<file path="src/rtl/fifo_arb_pkg.sv">
// Shared types, default sizing and the round-robin search used by the FIFO
// write-side arbiter (and reusable by the read-side scheduler).
package fifo_arb_pkg;

  typedef enum logic {
    IDLE  = 1'b0,
    BURST = 1'b1
  } arb_state_e;

  localparam int DEF_NUM_REQ   = 4;
  localparam int DEF_WIDTH     = 8;
  localparam int DEF_MAX_BURST = 4;

  // First set bit of req scanning upward from last+1, wrapping modulo n (n <= 8).
  // Iterates from the far end so the nearest candidate is the one left in pick.
  function automatic int unsigned rr_pick(input logic [7:0]  req,
                                          input int unsigned last,
                                          input int unsigned n);
    int unsigned idx;
    int unsigned pick;
    pick = 0;
    for (int unsigned k = 8; k >= 1; k--) begin
      if (k <= n) begin
        idx = last + k;
        if (idx >= n) idx = idx - n;
        if (((req >> idx) & 8'h01) != 8'h00) pick = idx;
      end
    end
    return pick;
  endfunction

endpackage

</file>
<file path="src/rtl/fifo_wr_arbiter_rr_priority_pick.sv">
// Combinational round-robin search: finds the next requester after i_last.
module rr_priority_pick
  import fifo_arb_pkg::*;
#(
  parameter int NUM_REQ = DEF_NUM_REQ,
  parameter int IDX_W   = $clog2(NUM_REQ)
) (
  input  logic [NUM_REQ-1:0] i_req,
  input  logic [IDX_W-1:0]   i_last,
  output logic               o_found,
  output logic [IDX_W-1:0]   o_idx
);

  assign o_found = |i_req;
  assign o_idx   = IDX_W'(rr_pick(8'(i_req), 32'(i_last), NUM_REQ));

endmodule

</file>
<file path="src/rtl/fifo_wr_arbiter.sv">
// Round-robin arbiter sharing one FIFO write port among NUM_REQ producers,
// granting bursts of up to MAX_BURST words or until end-of-packet.
module fifo_wr_arbiter
  import fifo_arb_pkg::*;
#(
  parameter int NUM_REQ   = DEF_NUM_REQ,
  parameter int WIDTH     = DEF_WIDTH,
  parameter int MAX_BURST = DEF_MAX_BURST,
  parameter int IDX_W     = $clog2(NUM_REQ),
  parameter int CNT_W     = $clog2(MAX_BURST + 1)
) (
  input  logic                     clk,
  input  logic                     rstn,
  input  logic [NUM_REQ-1:0]       req,
  input  logic [NUM_REQ*WIDTH-1:0] req_data,
  input  logic [NUM_REQ-1:0]       req_last,
  output logic [NUM_REQ-1:0]       ack,
  input  logic                     fifo_full,
  output logic                     fifo_wr_en,
  output logic [WIDTH-1:0]         fifo_wr_data,
  output logic                     busy,
  output logic [IDX_W-1:0]         owner
);

  arb_state_e       r_state;
  logic [CNT_W-1:0] r_cnt;
  logic [IDX_W-1:0] r_owner;
  logic [IDX_W-1:0] r_last_owner;

  logic             w_found;
  logic [IDX_W-1:0] w_pick;
  logic             w_owner_req;
  logic             w_accept;
  logic             w_release;

  rr_priority_pick #(
    .NUM_REQ (NUM_REQ),
    .IDX_W   (IDX_W)
  ) u_pick (
    .i_req   (req),
    .i_last  (r_last_owner),
    .o_found (w_found),
    .o_idx   (w_pick)
  );

  assign w_owner_req = req[r_owner];
  assign w_accept    = (r_state == BURST) && w_owner_req && !fifo_full;
  // Packet end and burst limit on the same word collapse into one release.
  assign w_release   = w_accept &&
                       (req_last[r_owner] || (r_cnt == CNT_W'(MAX_BURST - 1)));

  always_comb begin
    ack          = '0;
    fifo_wr_en   = w_accept;
    fifo_wr_data = '0;
    if (w_accept) begin
      ack[r_owner] = 1'b1;
      fifo_wr_data = req_data[r_owner*WIDTH +: WIDTH];
    end
  end

  assign busy  = (r_state == BURST);
  assign owner = r_owner;

  // Reset leaves the last grantee at NUM_REQ-1 so requester 0 wins first.
  always_ff @(posedge clk or negedge rstn) begin
    if (!rstn) begin
      r_state      <= IDLE;
      r_cnt        <= '0;
      r_owner      <= '0;
      r_last_owner <= IDX_W'(NUM_REQ - 1);
    end else begin
      case (r_state)
        IDLE: begin
          if (w_found) begin
            r_owner <= w_pick;
            r_cnt   <= '0;
            r_state <= BURST;
          end
        end
        BURST: begin
          if (!w_owner_req || w_release) begin
            r_last_owner <= r_owner;
            r_state      <= IDLE;
          end
          if (w_accept) r_cnt <= r_cnt + 1'b1;
        end
        default: r_state <= IDLE;
      endcase
    end
  end

endmodule
</file>
<file path="config.mk">
export PLATFORM = sky130hd
export DESIGN_NAME = fifo_wr_arbiter
export DESIGN_NICKNAME = d
export VERILOG_FILES = /design/src/rtl/fifo_arb_pkg.sv /design/src/rtl/fifo_wr_arbiter_rr_priority_pick.sv /design/src/rtl/fifo_wr_arbiter.sv
export SDC_FILE = /design/constraint.sdc
export NUM_CORES = 1
export LEC_CHECK = 0
export CORE_ASPECT_RATIO = 1.1
export CORE_UTILIZATION = 39
export CTS_CLUSTER_DIAMETER = 150
export CTS_CLUSTER_SIZE = 10
export DETAILED_ROUTE_END_ITERATION = 6
export PLACE_DENSITY_LB_ADDON = 0.15
export RECOVER_POWER = 100
export SLEW_MARGIN = 20
export SYNTH_ARGS = -nofsm -noshare
export SYNTH_HDL_FRONTEND = slang
export SYNTH_HIERARCHICAL = 1
export SYNTH_SLANG_ARGS = --single-unit
export TNS_END_PERCENT = 100
</file>
<file path="constraint.sdc">
create_clock -name clk -period 3.1 [get_ports clk]
set_input_delay 0.31 -clock clk [delete_from_list [all_inputs] [get_ports clk]]
set_output_delay 0.31 -clock clk [all_outputs]
set_load 0.05 [all_outputs]
</file>
### PDN straps and rails

Pins as bars on the die edge.
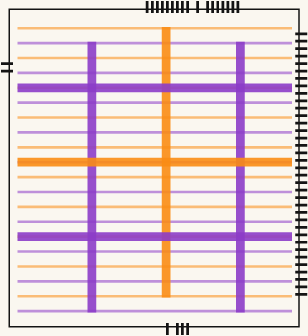
[VSS] purple
[VDD] orange
met1 rails: 20
signal pins: 59
met4 straps: 3
rows: 19

### Cell classes on the final placement

The bar under the picture is 20 µm long.
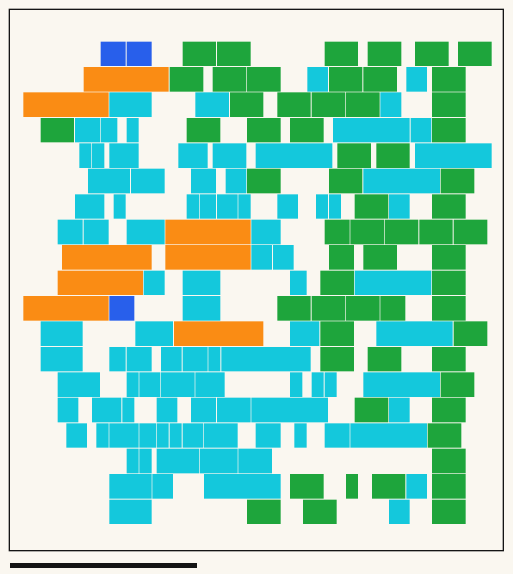
[combinational and other logic] cyan | cells: 94 | share of their area: 51%
[flops] orange | cells: 8 | share of their area: 12%
[other buffers and delay cells] green | cells: 61 | share of their area: 36%
[clock drivers] blue | cells: 3 | share of their area: 1.3%

### Routed clock nets over the placement

The bar under the picture is 20 µm long.
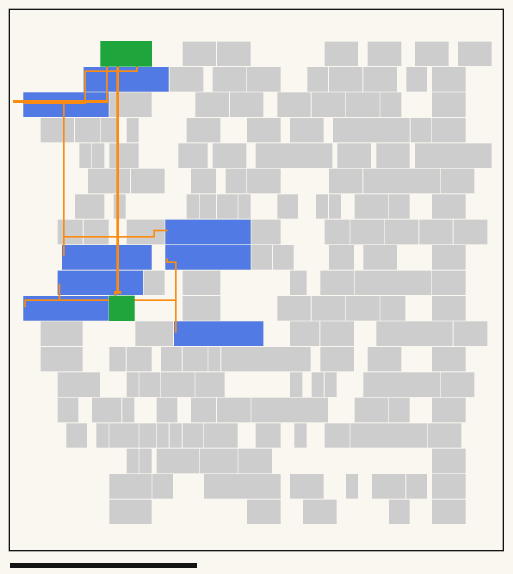
[clock drivers] green | count: 3
[flip-flops] blue | count: 8
[clock wires] orange | length: 117 µm
routed clock nets: 4

### Metal layers overlaid

Two of the layers only.
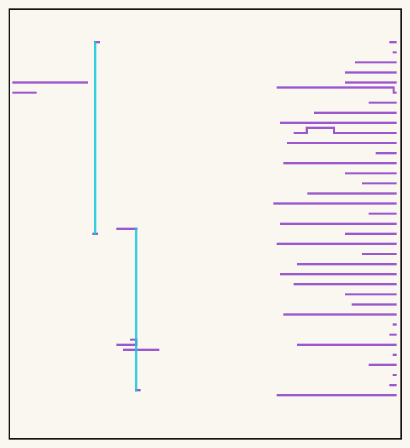
[metal 3] purple | wire length: 326 µm
[metal 4] cyan | wire length: 47.6 µm

### Clock routing

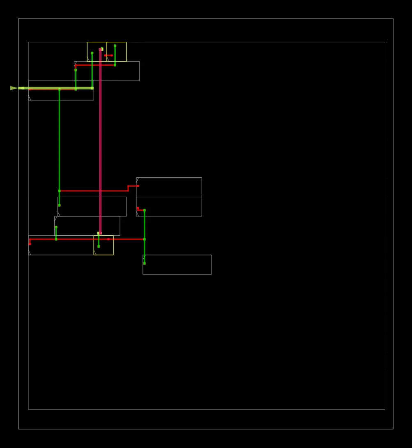
number of flip-flops and latches: 8
number of clock buffers in the layout: 3

==> Flow_metrics.wiki <==
=== Synthesis and place and route ===
{| class="wikitable"
! Metric !! Value
|-
| Result of the run || finished, final reports clean
|-
| Logic power comb || between 1 and 1.5 mW
|-
| Multi-In Gates || 89
|-
| Post-DP HPWL || between 2 and 2.5 mm
|-
| Number of gates resized after CTS || 0
|-
| Fraction of power consumed by the clock network || around 5.7%
|-
| Post-synth ARST share || 100%
|-
| Final WL || between 3 and 4 mm
|-
| Dominant kind of cell || logic gates
|-
| Top area cell types || sky130_fd_sc_hd__mux4_2, sky130_fd_sc_hd__dfrtp_1, sky130_fd_sc_hd__ha_1
|-
| Cell with the biggest individual delay on the critical path || sky130_fd_sc_hd__dlygate4sd3_1
|-
| Met3 routed wirelength || around 330 µm
|-
| Antenna violation net count after detailed routing || 0
|-
| Buffers on Ports || between 50 and 60
|-
| FP Core Util || a little over two fifths
|-
| Area fraction in full adders, half adders and majority gates || 7.95%
|-
| Maximum number of pins on one net before global-route repair || 14
|-
| Area of the chip || between 3000 and 4000 µm²
|-
| Site Rows || 19
|-
| Worst path top cell family by delay || buffers and inverters
|-
| Overall track demand over capacity in global routing || ~21%
|-
| RSZ-0062 raised after global routing || false
|-
| Main flop type || sky130_fd_sc_hd__dfrtp_1
|-
| Largest driver fanout on the critical path || 12
|-
| Synth cell count leaders || sky130_fd_sc_hd__mux4_2, sky130_fd_sc_hd__nand2_1, sky130_fd_sc_hd__and3_1, sky130_fd_sc_hd__ha_1
|-
| # Taps || 31
|-
| Shortest period the worst path allows || around 2.8 ns
|-
| Routed met1 length || between 1 and 1.5 mm
|-
| Max H-tree Level || 1
|-
| Proportion of power drawn by flip-flops and latches || approximately a fifth
|-
| Transition time at the pin with the least slew margin || about 0.56 ns
|-
| Area leader, netlist || sky130_fd_sc_hd__mux4_2
|-
| Top contributor to total power || combinational logic
|-
| Die height || just under 60 µm
|-
| Setup TNS || 0 ns
|-
| Post-route cell area || between 1500 and 2000 µm²
|-
| Crit. Startpoint || req[2]
|-
| Power in sequential cells || roughly 0.28 mW
|-
| Met3 capacity usage during global routing || between 4 and 5%
|}
Power is estimated from default activity; no workload was simulated.
